<file path="config.mk">
export PLATFORM = sky130hd
export DESIGN_NAME = wb_restoring_divider
export DESIGN_NICKNAME = d
export VERILOG_FILES = /design/src/rtl/wb_restoring_divider.sv
export SDC_FILE = /design/constraint.sdc
export NUM_CORES = 1
export LEC_CHECK = 0
export ABC_AREA = 1
export CAP_MARGIN = 25
export CORE_MARGIN = 8
export CORE_UTILIZATION = 48
export DETAILED_ROUTE_END_ITERATION = 8
export PLACE_DENSITY = 0.68
export SLEW_MARGIN = 20
export SYNTH_ARGS = -nofsm -noshare
export SYNTH_HDL_FRONTEND = slang
export SYNTH_SLANG_ARGS = --single-unit
export TNS_END_PERCENT = 1
</file>
<file path="constraint.sdc">
create_clock -name Clock -period 8 [get_ports Clock]
set_input_delay 0.8 -clock Clock [delete_from_list [all_inputs] [get_ports Clock]]
set_output_delay 0.8 -clock Clock [all_outputs]
set_load 0.02 [all_outputs]
</file>
<file path="src/rtl/wb_restoring_divider.sv">
// Wishbone-style restoring divider: one quotient bit per cycle, signed/unsigned, quotient or remainder.
// Optional macro DIV_ZERO_SHORTCUT_EN: a zero divisor skips the iteration phase.
module wb_restoring_divider #(
  parameter int unsigned P_DIV_WIDTH = 32
) (
  input  logic                       Clock,
  input  logic                       Reset,
  input  logic                       i_wb4s_cyc,
  input  logic                       i_wb4s_stb,
  input  logic [1:0]                 i_wb4s_tgc,
  input  logic [2*P_DIV_WIDTH-1:0]   i_wb4s_data,
  output logic                       o_wb4s_stall,
  output logic                       o_wb4s_ack,
  output logic [P_DIV_WIDTH-1:0]     o_wb4s_data
);

  localparam int unsigned W     = P_DIV_WIDTH;
  localparam int unsigned CNT_W = (W > 1) ? $clog2(W) : 1;

  localparam logic [1:0] S_IDLE = 2'd0;
  localparam logic [1:0] S_ITER = 2'd1;
  localparam logic [1:0] S_FIX  = 2'd2;
  localparam logic [1:0] S_ACK  = 2'd3;

  logic [1:0]       state;
  logic [1:0]       next_state;
  logic [W-1:0]     rem;
  logic [W-1:0]     quot;
  logic [W-1:0]     dvsr;
  logic [CNT_W-1:0] cnt;
  logic             rem_sel;
  logic             sign_dd;
  logic             sign_dv;

  logic [W-1:0] dividend_in;
  logic [W-1:0] divisor_in;
  logic         is_signed;
  logic         accept;
  logic [W:0]   rem_sh;
  logic         trial_ok;
  logic [W-1:0] trial_diff;
  logic [W-1:0] quot_fix;
  logic [W-1:0] rem_fix;

  function automatic logic [W-1:0] mag(input logic [W-1:0] x, input logic neg);
    return neg ? (W'(0) - x) : x;
  endfunction

  assign dividend_in  = i_wb4s_data[W-1:0];
  assign divisor_in   = i_wb4s_data[2*W-1:W];
  assign is_signed    = ~i_wb4s_tgc[0];
  assign accept       = (state == S_IDLE) && i_wb4s_cyc && i_wb4s_stb;
  assign o_wb4s_stall = (state != S_IDLE);

  // One restoring step: shift the next dividend bit into the partial remainder and trial-subtract.
  // When the subtraction succeeds the result is below dvsr, so W-bit modular arithmetic is exact.
  assign rem_sh     = {rem, quot[W-1]};
  assign trial_ok   = (rem_sh >= {1'b0, dvsr});
  assign trial_diff = rem_sh[W-1:0] - dvsr;

  // Sign fix-up; a zero divisor always yields an all-ones quotient regardless of mode.
  assign quot_fix = (dvsr == '0) ? '1 : mag(quot, sign_dd ^ sign_dv);
  assign rem_fix  = mag(rem, sign_dd);

  always_ff @(posedge Clock or posedge Reset) begin
    if (Reset) state <= S_IDLE;
    else       state <= next_state;
  end

  always_comb begin
    next_state = state;
    case (state)
      S_IDLE: begin
        if (accept) begin
`ifdef DIV_ZERO_SHORTCUT_EN
          next_state = (divisor_in == '0) ? S_FIX : S_ITER;
`else
          next_state = S_ITER;
`endif
        end
      end
      S_ITER: begin
        if (!i_wb4s_cyc)                      next_state = S_IDLE;
        else if (cnt == CNT_W'(W - 1))        next_state = S_FIX;
      end
      S_FIX:   next_state = i_wb4s_cyc ? S_ACK : S_IDLE;
      S_ACK:   next_state = S_IDLE;
      default: next_state = S_IDLE;
    endcase
  end

  always_ff @(posedge Clock or posedge Reset) begin
    if (Reset) begin
      rem          <= '0;
      quot         <= '0;
      dvsr         <= '0;
      cnt          <= '0;
      rem_sel      <= 1'b0;
      sign_dd      <= 1'b0;
      sign_dv      <= 1'b0;
      o_wb4s_ack   <= 1'b0;
      o_wb4s_data  <= '0;
    end else begin
      o_wb4s_ack <= 1'b0;
      case (state)
        S_IDLE: begin
          if (accept) begin
            rem_sel <= i_wb4s_tgc[1];
            sign_dd <= is_signed & dividend_in[W-1];
            sign_dv <= is_signed & divisor_in[W-1];
            dvsr    <= mag(divisor_in, is_signed & divisor_in[W-1]);
            cnt     <= '0;
`ifdef DIV_ZERO_SHORTCUT_EN
            if (divisor_in == '0) begin
              // Division by zero leaves the dividend magnitude as the remainder.
              rem  <= mag(dividend_in, is_signed & dividend_in[W-1]);
              quot <= '0;
            end else begin
              rem  <= '0;
              quot <= mag(dividend_in, is_signed & dividend_in[W-1]);
            end
`else
            rem  <= '0;
            quot <= mag(dividend_in, is_signed & dividend_in[W-1]);
`endif
          end
        end
        S_ITER: begin
          rem  <= trial_ok ? trial_diff : rem_sh[W-1:0];
          quot <= {quot[W-2:0], trial_ok};
          cnt  <= cnt + CNT_W'(1);
        end
        S_FIX: begin
          quot <= quot_fix;
          rem  <= rem_fix;
        end
        S_ACK: begin
          o_wb4s_ack  <= 1'b1;
          o_wb4s_data <= rem_sel ? rem : quot;
        end
        default: ;
      endcase
    end
  end

endmodule
</file>
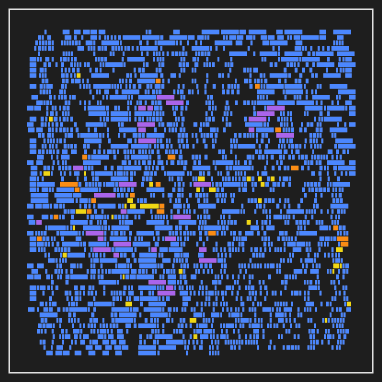
Fig. 1. Drive-strength map (run 1).
Drawn at 2 px/um.
- blue: _0 and _1 cells (cells 2,232; most used nand2_1)
- purple: _6 and larger (cells 31; most used clkbuf_16)
- orange: _3 and _4 cells (cells 20; most used buf_4)
- yellow: _2 cells (cells 33; most used inv_2)
Buffers, non-clock: 114
Area growth syn-to-layout: 14.3%
Final Instance Area: 14,900 sq um
post-route setup slack: 4730 ps

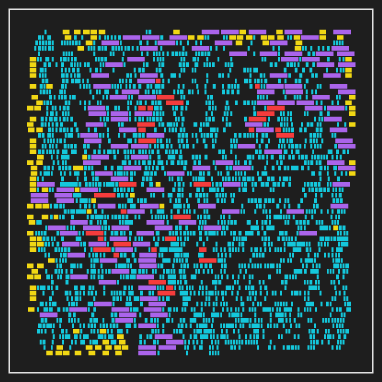
Fig. 2. Placement by cell class (run 1).
Drawn at 2 px/um.
- yellow: remaining buffers and delay cells (cells 114; share of their area 7.7%)
- purple: sequential cells (cells 139; share of their area 24%)
- red: clock drivers and dummy loads (cells 32; share of their area 4.1%)
- cyan: combinational and other logic (cells 2,031; share of their area 64%)

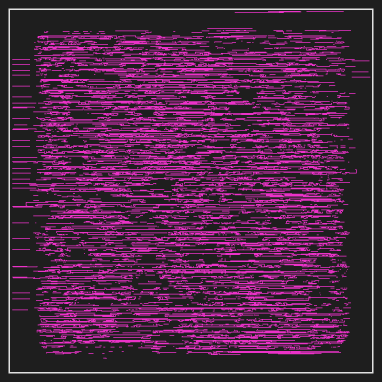
Fig. 3. Metal 1 (run 1).
Drawn at 2 px/um.
- longest straight run: 75.0 um
- main direction: horizontal
- nets with wire on the layer: 2,259
GR Util met1: 40.1%
via count: 14,600

==> impl_metrics.ini, run 1 <==
; generated from flow reports
[setup_path]
r2r_end = rem[27]
cpMostUsedCell = inv_2
crit_type = in2reg
max_stage_delay_ps = 530
critPathCaptureType = flop
crit_chain = clkdlybuf4s50_1 > nand3_1 > buf_4 > inv_2 > nor2_1 > inv_2 > nand2_1 > inv_2 > o21ai_2 > buf_4 > inv_2 > o21ai_0 > a21oi_1 > nor2_1
worst_ep_required_time_ps = 8330
crit_family = buffers and inverters
start_kind = input pin
arrival_ps = 3600
r2r_start = rem[21]
regToRegSetupSlack_ps = 4760
r2r_cells = 16
cp-startpoint = i_wb4s_cyc
cp_num_buf_inv = 7

[grt]
grt_pass1_vias = 13500
grt_usage_pct = 27.5
antenna_found_initial = 0
grt_max_degree = 84
grt_pass1_wl_um = 72800
globalRoute.totalOverflow = 0

[sta]
whs_ps = 483
maxSlewViolCount = 0
min_period_ps = 3270
tns_ps = 0
setup_violations = 0
relSlewSlack_pct = 33.9
hold_viol = 0
fin_crit_sh_pct = 40.9
rsz0062_at_grt = false
finClkSkew_ps = 13.9
tightest_slew_ps = 991

[placement]
gp_congestion = 0.936
place_area_sq_um = 14300
hpwl_um = 35700
io_buffers = 103
place_ws_ps = 4330
dpl.cell_count = 2624

[yosys]
synth-seq-area-share_pct = 26.6
yosys_cells = 2240
edf_count = 0
flop_cell = dfrtp_1
async_flop_share_pct = 100
syn_area_per_cell_sq_um = 5.83
synth_top_area_share_pct = 26.6
area_leaders = dfrtp_1, nand2_1, inv_1, nand3_1, nor2_1
mux_share_pct = 0
synthTopCellsByCount = nand2_1, inv_1, nor2_1, nand3_1, o21ai_0
ys_ff = 139
yosys.cell_types.count = 43
synth-compound-area-share_pct = 12.9
top_area_cell = dfrtp_1
yosysMostFrequentCell = nand2_1
syn_inst = 2240
fp_nets = 2353
yosys_warnings = 0
ys_sh_simple_pct = 41.5

[power_and_ir_drop]
total_power_mw = 7.48
clock_net_power_mw = 0.822
intPower_mw = 3.15
seq_power_share_pct = 19.5
powerDensity_nw_per_um2 = 501
top_power_group = combinational cells
pwr-share-comb_pct = 69.5
pg_seq_mw = 1.46
peakVddDrop_mv = 0.297
pg_comb_mw = 5.20
p_leak_nw = 7.87

[final_layout]
final_util_pct = 55.6
num-multi-input-gates = 1707
n_all_inverters = 324
drive_above_1_share_pct = 3.63
diodes = 0
nets = 2416
stdcell_count = 2657
seq-cell-share_pct = 23.3
nClkBuffers = 17
numSequentialCells = 139
largest_cell_class = combinational gates
regArea_sq_um = 3480

[clock_network]
cts_tree = built
cts_buffers = 17
postCtsHoldBufs = 0
htreeDepth = 4
post_cts_buffers = 0
path_clk_slew_ps = 70
root_buffer = clkbuf_16
cts_sinks = 139
clkLatencyLatePin_ps = 440

[route]
wl_per_cell_um = 17.2
postRouteWirelength_um = 45800
post-route-drc-count = 0
first_pass_iters = 7

[status]
outcome = completed

[worst_hold_path]
min_to = dvsr[30]
hp-class = reg2reg
min_path_cells = 2
hp-start = dvsr[30]

[floorplanning]
tapcell.inserted = 341
core-area_sq_um = 26900
dieArea_sq_um = 32800
dieWidth_um = 181
die_height_um = 181
pin_count = 104

[job]
maxCapViolations = 0
==> run 1: metal layers <==
| metal | up-vias | track usage (%) | part of all wire [%] |
|---|---|---|---|
| met5 | - | 0 | 0 |
| met4 | 0 | 8.04 | 2.7 |
| met3 | 64 | 3.07 | 5.9 |
| met2 | 539 | 42.1 | 43 |
| met1 | 6700 | 40.1 | 48 |
| li1 | 7269 | - | - |
==> run 1: how the worst max path moves through the flow <==
stage,end,depth (start not counted)
2_1_floorplan,cnt[0],1
3_3_place_gp,quot[28],14
3_5_place_dp,quot[28],14
4_1_cts,quot[28],14
5_1_grt,quot[28],14
6_report,quot[28],14
==> run 1: layout by cell type, fill, tap and decap left out, types with 7 or more instances in the layout <==
| cell | netlist | layout |
|---|---|---|
| o21ai_0 | 170 | 170 |
| ha_1 | 42 | 40 |
| dfrtp_1 | 139 | 138 |
| buf_4 | 0 | 10 |
| nor4_1 | 9 | 9 |
| nand2_1 | 711 | 711 |
| nand4_1 | 47 | 47 |
| o21ai_1 | 9 | 7 |
| inv_1 | 311 | 310 |
| nor3_1 | 18 | 18 |
| inv_6 | 0 | 7 |
| a21oi_1 | 108 | 108 |
| nor2_1 | 272 | 271 |
| xor2_1 | 32 | 32 |
| nand3_1 | 206 | 206 |
| xnor2_1 | 16 | 16 |
| clkdlybuf4s50_1 | 0 | 103 |
| inv_2 | 8 | 8 |
| clkbuf_16 | 0 | 17 |
==> run 1: registers in the layout, indices dropped and copies added, names as in the netlist <==
| signal | flops |
|---|---|
| dvsr | 32 |
| o_wb4s_data | 32 |
| quot | 32 |
| rem | 32 |
| cnt | 5 |
| state | 2 |
| o_wb4s_ack | 1 |
| rem_sel | 1 |
| sign_dd | 1 |
| sign_dv | 1 |
Fig. 4: run 1, routing congestion map
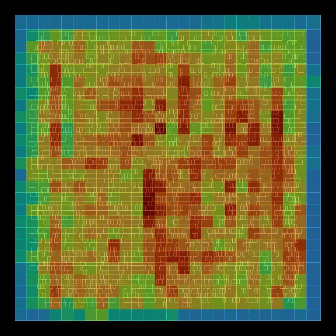

## Run 2: what changed since run 1
--- a/config.mk
+++ b/config.mk
@@ -10,7 +10,7 @@
 export CORE_MARGIN = 8
 export CORE_UTILIZATION = 48
 export DETAILED_ROUTE_END_ITERATION = 8
-export PLACE_DENSITY = 0.68
+export PLACE_DENSITY = 0.7
 export SLEW_MARGIN = 20
 export SYNTH_ARGS = -nofsm -noshare
 export SYNTH_HDL_FRONTEND = slang
==> constraint.sdc (replaced) <==
create_clock -name Clock -period 2.8 [get_ports Clock]
set_input_delay 0.28 -clock Clock [delete_from_list [all_inputs] [get_ports Clock]]
set_output_delay 0.28 -clock Clock [all_outputs]
set_load 0.02 [all_outputs]
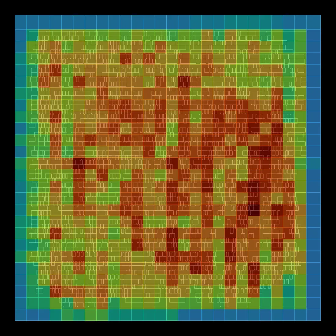
Fig. 5. Routing congestion map (run 2).
met2 global-route usage: 44.1%
drt wl/cell: 17.4 um
total track usage: 28.7%
GR Util met1: 39.6%

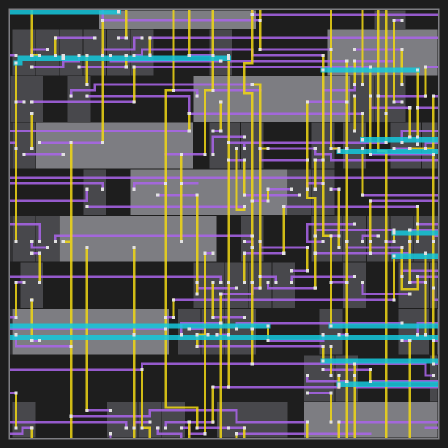
Fig. 6. A small window of the routed layout (run 2).
Window x 33 to 58, y 123 to 148 um. Cells in grey, sequential cells in the stronger grey; small squares are vias.
- cyan: metal 3
- purple: metal 1
- yellow: metal 2
- netlist names of flops here include: `quot` (7)
- cells with their middle in the window: 55
- most frequent: nand2_1 (27), nor2_1 (8), dfrtp_1 (7)
- sequential cells in the window: 7

==> impl_metrics.ini, run 2 <==
; generated from flow reports
[final_layout]
final_common_cell = nand2_1
stdcell_count = 2718
area_delta_synth_final_pct = 18.3
final_cell_area_sq_um = 15500
nets = 2477
drive_above_1_share_pct = 6.14
diodes = 0

[power_and_ir_drop]
top_power_group = combinational cells
pwr-share-comb_pct = 71.8
pg_seq_mw = 3.82
p_leak_nw = 8.22

[clock_network]
htreeDepth = 4
clkLatencyLatePin_ps = 440
cts_tree = built
post_cts_buffers = 0
root_buffer = clkbuf_16
postCtsHoldBufs = 0
cts_buffers = 17
cts_sinks = 139

[sta]
whs_ps = 295
rsz0062_at_grt = true
min_period_ps = 2610
fin_crit_sh_pct = 93.4
relSlewSlack_pct = 53.3
finClkSkew_ps = 14.6
maxSlewViolCount = 0
tightest_slew_ps = 699
tns_ps = 0
hold_viol = 0
setup_violations = 0

[yosys]
synthTopCellsByCount = nand2_1, inv_1, nor2_1, nand3_1, o21ai_0
yosysMostFrequentCell = nand2_1
yosys_warnings = 0
edf_count = 0
syn_inst = 2240
flop_cell = dfrtp_1
area_leaders = dfrtp_1, nand2_1, inv_1, nand3_1, nor2_1
yosys_cells = 2240
ys_ff = 139
top_area_cell = dfrtp_1
synth-seq-area-share_pct = 26.6

[grt]
antenna_found_initial = 0
grt_pass1_wl_um = 75600
grt_pass1_vias = 14200
grt_max_degree = 55
globalRoute.totalOverflow = 0

[route]
drt-met1-wl_um = 21400
wl_met2_um = 20400
top_layer = met4
post-route-drc-count = 0

[placement]
gp_congestion = 1.02
place_area_sq_um = 14800
dpl.cell_count = 2686

[floorplanning]
die_height_um = 181
pin_count = 104
core-area_sq_um = 26900
dieArea_sq_um = 32800

[worst_hold_path]
hp-class = in2async

[status]
outcome = completed

[setup_path]
start_kind = flop
crit_type = reg2reg
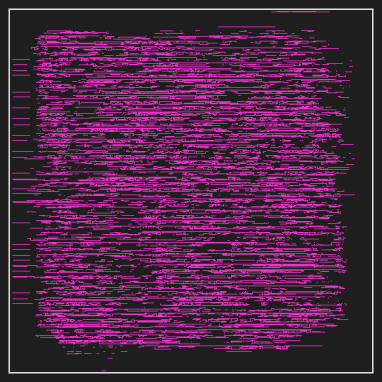
Fig. 7. Metal 1 (run 2).
Drawn at 2 px/um.
- nets with wire on the layer: 2,328
- main direction: horizontal
- longest straight run: 79.3 um
- share of all routed wire: 45%
- wire length on this layer: 21.4 mm
Detailed Route WL: 47,300 um
via count: 15,000

==> run 2: cell counts after synthesis <==
No cell type changed its count.
==> run 2: routing by layer <==
| metal | vias up | GRT usage (%) |
|---|---|---|
| li1 | 7385 | - |
| met3 | 102 | 4.05 |
| met2 | 632 | 44.1 |
| met1 | 6886 | 39.6 |
| met4 | 0 | 12.2 |
| met5 | - | 0 |
==> run 2: through the flow <==
step                setup WS [ps]  total power [mW]
CTS                           171              22.2
global route                -5.82              24.3
global placement              223              19.4
finish                        185              22.5
floorplan                     688              14.4
detailed placement            193              19.5
==> run 2: layout make-up <==
type / instances / area [sq um]
flip-flops and latches: 139 / 3480
clock buffers: 17 / 425
clock inverters: 15 / 218
well taps: 341 / 427
inverters: 324 / 1220
repair buffers: 175 / 1600
multi-input cells: 1707 / 8090
fillers: 2833 / 11400
==> run 2: path summary, 6_finish.rpt <==
check	depth (start not counted)	from	endpoint	slack (ps)
hold / removal	2	Reset	o_wb4s_data[17]	300
max in group asynchronous	3	Reset	quot[3]	1830
hold reg to reg	2	dvsr[26]	dvsr[26]	480
min in group Clock	3	i_wb4s_tgc[1]	rem_sel	470
setup reg to reg	17	dvsr[20]	rem[19]	190
setup / recovery	17	dvsr[20]	rem[19]	190
==> run 2: worst max-delay path, stage by stage, from the launching register on <==
cell	delay [ps]
dfrtp_1	370
inv_1	210
ha_1	340
nand2_1	160
inv_2	40
nand2_1	60
nand2_1	120
nand2_1	90
nand2_1	70
nand2_1	70
nand2_1	80
a21oi_4	180
buf_6	270
nand3_1	110
nand3_1	90
nand2_1	60
nand2_1	60
nand2_1	100
==> run 2: cell families after synthesis <==
logic type	synth area share, %
fa+ha+maj	4.17
flops	26.6
xor+xnor	3.22
compound gates	12.9
buf+inv	11.6
simple gates	41.5
## Run 3: what changed since run 2
--- a/config.mk
+++ b/config.mk
@@ -6,7 +6,6 @@
 export NUM_CORES = 1
 export LEC_CHECK = 0
 export ABC_AREA = 1
-export CAP_MARGIN = 25
 export CORE_MARGIN = 8
 export CORE_UTILIZATION = 48
 export DETAILED_ROUTE_END_ITERATION = 8
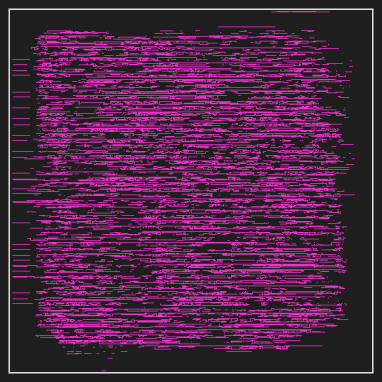
Fig. 8. Metal 1 (run 3).
Drawn at 2 px/um.
- share of all routed wire: 45%
- longest straight run: 79.3 um
- wire length on this layer: 21.4 mm
- nets with wire on the layer: 2,328

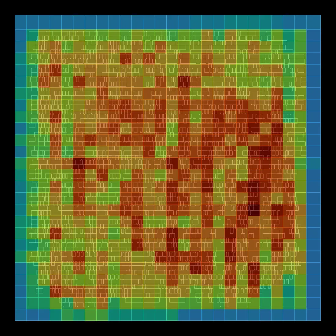
Fig. 9. Routing congestion map (run 3).
routing usage on met3: 4.05%
final core area utilization: 57.5%
GRT busiest layer: met2

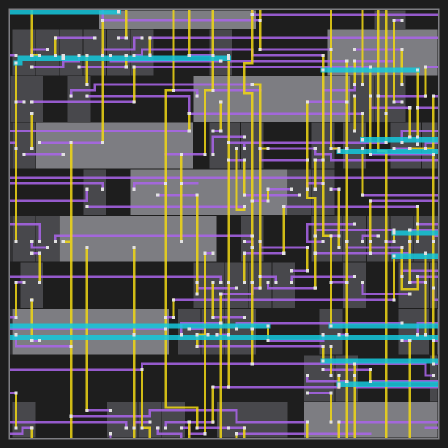
Fig. 10. A small window of the routed layout (run 3).
Window x 33 to 58, y 123 to 148 um. Cells in grey, sequential cells in the stronger grey; small squares are vias.
- purple: metal 1
- cyan: metal 3
- yellow: metal 2
- cells with their middle in the window: 55
- netlist names of flops here include: `quot` (7)
- most frequent: nand2_1 (27), nor2_1 (8), dfrtp_1 (7)
- sequential cells in the window: 7

==> impl_metrics.ini, run 3 <==
; generated from flow reports
[grt]
antenna_found_initial = 0
met1_usage_pct = 39.6
grt_max_degree = 55
grt_usage_pct = 28.7
grt.met2_usage_pct = 44.1
grt_pass1_wl_um = 75600
globalRoute.totalOverflow = 0

[route]
first_pass_iters = 6
post-route-drc-count = 0
wl_met2_um = 20400
via_count = 15000
top_layer = met4
wl_per_cell_um = 17.4
drt-met1-wl_um = 21400
wl_met3_um = 3570

[placement]
place_area_sq_um = 14800
hpwl_um = 37300
io_buffers = 103
gp_congestion = 1.02
place_ws_ps = 193

[sta]
setup_violations = 0
finClkSkew_ps = 14.6
setup_ws_ps = 185
relSlewSlack_pct = 53.3
tightest_slew_ps = 699
hold_viol = 0
whs_ps = 295
rsz0062_at_grt = true
min_period_ps = 2610
tns_ps = 0

[setup_path]
critPathCaptureType = flop
worst_ep_required_time_ps = 3100
crit_type = reg2reg
start_kind = flop
r2r_cells = 17
regToRegSetupSlack_ps = 190

[yosys]
yosys.cell_types.count = 43
synth-compound-area-share_pct = 12.9
ys_ff = 139
yosys_cells = 2240
logic_family = simple AND/OR/NAND/NOR gates
mux_share_pct = 0
syn_area_per_cell_sq_um = 5.83
yosys_warnings = 0
synthTopCellsByCount = nand2_1, inv_1, nor2_1, nand3_1, o21ai_0
fp_nets = 2353
synth-seq-area-share_pct = 26.6
async_flop_share_pct = 100
syn_inst = 2240
edf_count = 0
ys_sh_simple_pct = 41.5
yosysMostFrequentCell = nand2_1

[floorplanning]
core-area_sq_um = 26900
pin_count = 104
tapcell.inserted = 341
dieWidth_um = 181

[final_layout]
num-multi-input-gates = 1707
n_fill_cell = 2833
regArea_sq_um = 3480
largest_cell_class = combinational gates
seq-cell-share_pct = 22.5
numSequentialCells = 139
area_delta_synth_final_pct = 18.3
final_common_cell = nand2_1
layout.area.comb_sq_um = 8090
n_all_inverters = 324
drive_above_1_share_pct = 6.14
nets = 2477

[clock_network]
htreeDepth = 4
cts_buffers = 17
clkLatencyLatePin_ps = 440
postCtsHoldBufs = 0
path_clk_slew_ps = 70
cts_tree = built

[power_and_ir_drop]
p_leak_nw = 8.22
powerDensity_nw_per_um2 = 1460

[status]
outcome = completed

[job]
maxCapViolations = 0
==> run 3: cell counts after synthesis <==
Identical to the previous run, type by type.
==> run 3: worst max-delay path, cell delays in order, from the launching register on <==
cell and delay [ps]:
dfrtp_1 370, inv_1 210, ha_1 340, nand2_1 160
inv_2 40, nand2_1 60, nand2_1 120, nand2_1 90
nand2_1 70, nand2_1 70, nand2_1 80, a21oi_4 180
buf_6 270, nand3_1 110, nand3_1 90, nand2_1 60
nand2_1 60, nand2_1 100
==> run 3: power breakdown <==
part           total (mW)  switching [mW]  internal (mW)  leakage [nW]
combinational        16.1            10.9           5.27          6.16
sequential           3.82           0.867           2.96          1.74
clock                2.53            1.08           1.46         0.315
==> run 3: how the worst max path moves through the flow <==
stage	from	to
detailed placement	dvsr[20]	rem[19]
finish	dvsr[20]	rem[19]
floorplan	rem[23]	rem[12]
CTS	dvsr[20]	rem[19]
global placement	rem[2]	rem[19]
global route	dvsr[7]	rem[4]
==> run 3: logic make-up after synthesis <==
kind of cell             Yosys count
adder cells (fa/ha/maj)           43
AND-OR/OR-AND                    320
XOR/XNOR                          48
buffers and inverters            394
flip-flops                       139
AND/OR/NAND/NOR                 1296
==> run 3: timing repair <==
action | 4_1_cts | 5_1_grt
buffers inserted | 0 | 0
setup endpoints to repair | 0 | 15
resized | 0 | 3
==> run 3: through the flow <==
stage / power [mW] / utilization (%)
final: 22.5 / 57.5
after global routing: 24.3 / 57.5
after CTS: 22.2 / 57.5
after detailed placement: 19.5 / 55.1
after global placement: 19.4 / 55.1
after floorplan: 14.4 / -
No activity file was given, so power comes from the tool's default toggle rates.
